**Metal layers overlaid**

Drawn at 4 px/um.
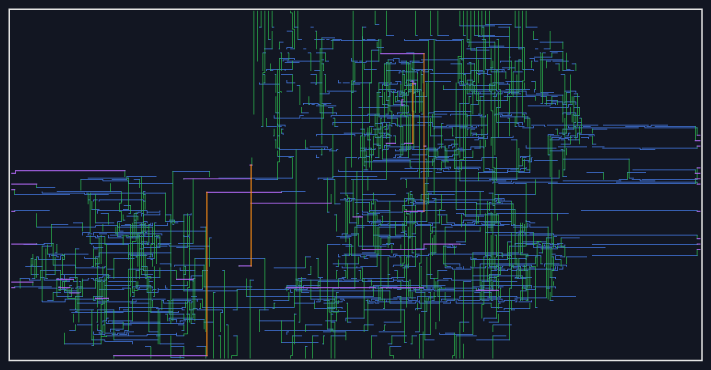
**PDN straps and rails**

Drawn at 3 px/um. Pins as bars on the die edge.
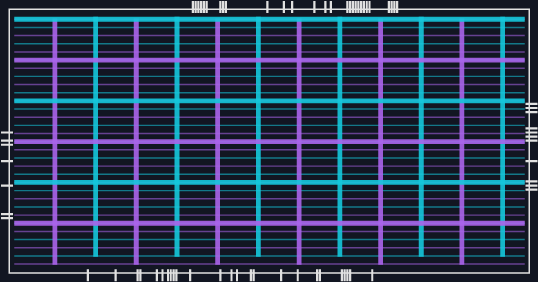
===== config.mk =====
export PLATFORM = sky130hd
export DESIGN_NAME = fifo_pkt_wr_ctrl
export DESIGN_NICKNAME = d
export VERILOG_FILES = /design/src/rtl/fifo_pkt_wr_ctrl.sv
export SDC_FILE = /design/constraint.sdc
export NUM_CORES = 1
export LEC_CHECK = 0
export ABC_AREA = 1
export CAP_MARGIN = 20
export CORE_ASPECT_RATIO = 0.5
export CORE_UTILIZATION = 25
export CTS_CLUSTER_SIZE = 16
export DETAILED_ROUTE_END_ITERATION = 6
export SKIP_CTS_REPAIR_TIMING = 1
export SLEW_MARGIN = 20
export SYNTH_ARGS = -nofsm -noshare
export SYNTH_HDL_FRONTEND = slang
export SYNTH_SLANG_ARGS = --single-unit

===== constraint.sdc =====
create_clock -name clk -period 6.15 [get_ports clk]
set_input_delay 1.5375 -clock clk [delete_from_list [all_inputs] [get_ports clk]]
set_output_delay 1.5375 -clock clk [all_outputs]
set_load 0.03 [all_outputs]

===== src/rtl/fifo_pkt_wr_ctrl.sv =====
// Write-side pointer controller for a packet FIFO. A speculative write pointer
// follows the packet in flight, and a committed pointer marks the last good
// packet boundary. Only the committed pointer is exported to the reader, in Gray
// code. Bad packets and mid-packet overflow rewind the speculative pointer.
module fifo_pkt_wr_ctrl #(
  parameter int ADDR_WIDTH   = 8,
  parameter int SYNC_STAGES  = 2,
  parameter int DROP_ON_FULL = 1,
  parameter int CNT_WIDTH    = 16
) (
  input  logic                  clk,
  input  logic                  reset,
  input  logic                  s_valid,
  input  logic                  s_last,
  input  logic                  s_user,
  output logic                  s_ready,
  input  logic [ADDR_WIDTH:0]   af_thresh,
  input  logic [ADDR_WIDTH:0]   rd_ptr_gray,
  output logic                  mem_we,
  output logic [ADDR_WIDTH-1:0] w_addr,
  output logic [ADDR_WIDTH:0]   w_ptr_gray,
  output logic                  full,
  output logic                  almost_full,
  output logic [ADDR_WIDTH:0]   level,
  output logic                  pkt_commit,
  output logic                  pkt_drop,
  output logic [CNT_WIDTH-1:0]  drop_cnt
);

  localparam int            PW    = ADDR_WIDTH + 1;
  localparam logic [PW-1:0] DEPTH = PW'(1) << ADDR_WIDTH;
  localparam bit            DOF   = (DROP_ON_FULL != 0);

  typedef enum logic [1:0] {IDLE, PKT, DISCARD} state_t;

  state_t        state, state_nxt;
  logic [PW-1:0] wr_bin, wr_nxt;
  logic [PW-1:0] cmt_bin, cmt_nxt;
  logic [PW-1:0] sync_q [SYNC_STAGES];
  logic [PW-1:0] rd_bin;
  logic [PW-1:0] free;
  logic          accept;

  function automatic logic [PW-1:0] gray2bin(input logic [PW-1:0] g);
    logic [PW-1:0] b;
    b[PW-1] = g[PW-1];
    for (int i = PW - 2; i >= 0; i--) b[i] = b[i+1] ^ g[i];
    return b;
  endfunction

  // Bring the reader's Gray pointer into the write clock domain.
  always_ff @(posedge clk) begin
    // NOTE: clocked state uses non-blocking assignments so every flop samples pre-edge values.
    if (reset) begin
      for (int i = 0; i < SYNC_STAGES; i++) sync_q[i] <= '0;
    end else begin
      sync_q[0] <= rd_ptr_gray;
      for (int i = 1; i < SYNC_STAGES; i++) sync_q[i] <= sync_q[i-1];
    end
  end

  assign rd_bin = gray2bin(sync_q[SYNC_STAGES-1]);
  assign level  = wr_bin - rd_bin;
  assign full   = (level == DEPTH);
  assign free   = DEPTH - level;

  assign s_ready = !full || (state == DISCARD) || ((state == PKT) && DOF);
  assign accept  = s_valid && s_ready;
  assign mem_we  = accept && !full && (state != DISCARD);
  assign w_addr  = wr_bin[ADDR_WIDTH-1:0];

  // Packet FSM: advance the speculative pointer, commit or rewind at packet end.
  always_comb begin
    // NOTE: every output gets a default first, so no path can infer a latch.
    state_nxt  = state;
    wr_nxt     = wr_bin;
    cmt_nxt    = cmt_bin;
    pkt_commit = 1'b0;
    pkt_drop   = 1'b0;
    if (mem_we) begin
      wr_nxt = wr_bin + 1'b1;
      if (!s_last) begin
        state_nxt = PKT;
      end else if (!s_user) begin
        cmt_nxt    = wr_bin + 1'b1;
        pkt_commit = 1'b1;
        state_nxt  = IDLE;
      end else begin
        wr_nxt    = cmt_bin;
        pkt_drop  = 1'b1;
        state_nxt = IDLE;
      end
    end else if ((state == PKT) && DOF && s_valid && full) begin
      // Overflowing word is swallowed; the rest of the packet is discarded.
      wr_nxt    = cmt_bin;
      pkt_drop  = 1'b1;
      state_nxt = s_last ? IDLE : DISCARD;
    end else if ((state == DISCARD) && accept && s_last) begin
      state_nxt = IDLE;
    end
  end

  // Pointer, state, status and counter registers.
  always_ff @(posedge clk) begin
    if (reset) begin
      state       <= IDLE;
      wr_bin      <= '0;
      cmt_bin     <= '0;
      w_ptr_gray  <= '0;
      almost_full <= 1'b0;
      drop_cnt    <= '0;
    end else begin
      state       <= state_nxt;
      wr_bin      <= wr_nxt;
      cmt_bin     <= cmt_nxt;
      // Encoded from the next committed value so the commit shows one cycle after accept.
      w_ptr_gray  <= cmt_nxt ^ (cmt_nxt >> 1);
      almost_full <= (free <= af_thresh);
      if (pkt_drop && (drop_cnt != '1)) drop_cnt <= drop_cnt + 1'b1;
    end
  end

endmodule


==> deck_impl_summary.md <==
Flow Results at a Glance

Synth
  – XOR/XNOR share of the synthesized area: 5.52%
  – Yosys reg bits: approximately 63
  – Mux share: less than 1%
  – Main logic family after synthesis: simple AND/OR/NAND/NOR gates
  – Top-count cell post-synth: nand2_1
  – Register share after synthesis: about a third
  – Synth warn: 0

Finish
  – Comb gates: 347
  – Most instantiated logic cells after routing: nand2_1, inv_1, clkdlybuf4s50_1
  – Fill cells: 1483
  – Flop Count: around 63
  – Register bank with the most flops: sync_q
  – Gate Area: 1930 um2
  – Synth-to-layout area growth: 32.9%
  – Register fraction of the total cell area: 26.1%
  – Clkbuf count: 12
  – Fin cells: ~790
  – Storage cell area: 1260 um2
  – Clock buffers and inverters, area share: 6.17%

CTS
  – Clk slew on worst S/H paths: 50 ps
  – TritonCTS clock tree: done

Timing
  – Slew Viols, Final: 0
  – Endpoints failing hold: 0
  – Period utilization: a little over nine tenths
  – Skew final: roughly 9.4 ps
  – Max frequency: between 150 and 200 MHz
  – Final setup viols: 0

Outcome
  – Outcome: completed

Power and ir drop
  – Pwr dens: approximately 290 nW/um2
  – Reg power frac: a little under a third
  – Seq power: approximately 0.00044 W
  – Clk pwr: between 0.0005 and 0.0006 W

Setup path
  – CP Class: reg2out
  – Critical path startpoint category: flop
  – Worst reg-to-reg setup slack: roughly 1300 ps
  – Max incr delay on CP: 540 ps

Place
  – DP Wirelength: approximately 6600 um
  – GPL Wtd Cong: between 0.8 and 0.9

Worst hold path
  – Hold EP: sync_q[0][17]
  – Hold path start: sync_q[0][8]

GRT
  – First-pass GRT wire length: 14100 um
  – Global route overflow: 0

Detailed routing
  – Drt pass-1 iters: 4
About 'metal layers overlaid':
[M2] green | wire length: 4020 um
[M1] blue | wire length: 4350 um
[M4] orange | wire length: 120 um
[M3] purple | wire length: 246 um
Tot GR Track Use: 11.7%
Routed WL per cell: 11.1 um

About 'PDN straps and rails':
[VSS] purple
[VDD] cyan
signal pins: 71
met1 rails: 31
met4 straps: 12
rows: 30
met5 straps: 6
die width: 173 um
VDD IR max: 168 uV

==> per-layer routing <==
layer | up-vias | GRT usage (%) | share of wire, %
li1 | 1795 | - | -
met1 | 1514 | 15.0 | 50
met2 | 56 | 19.4 | 46
met3 | 11 | 2.88 | 2.8
met4 | 0 | 3.86 | 1.4
met5 | - | 0 | 0
==> metrics by stage <==
step | util, % | TNS (ps) | hold WS [ps] | total power, W
after floorplan | - | 0 | 388 | 0.000754
after global placement | 32.4 | 0 | 395 | 0.000893
after detailed placement | 32.4 | 0 | 393 | 0.000898
after CTS | 34.5 | -209 | 397 | 0.00142
after global routing | 34.9 | -80.2 | 412 | 0.00149
final | 34.9 | 0 | 390 | 0.00140
Power figures rest on the tool's default switching activity, not on a simulated workload.
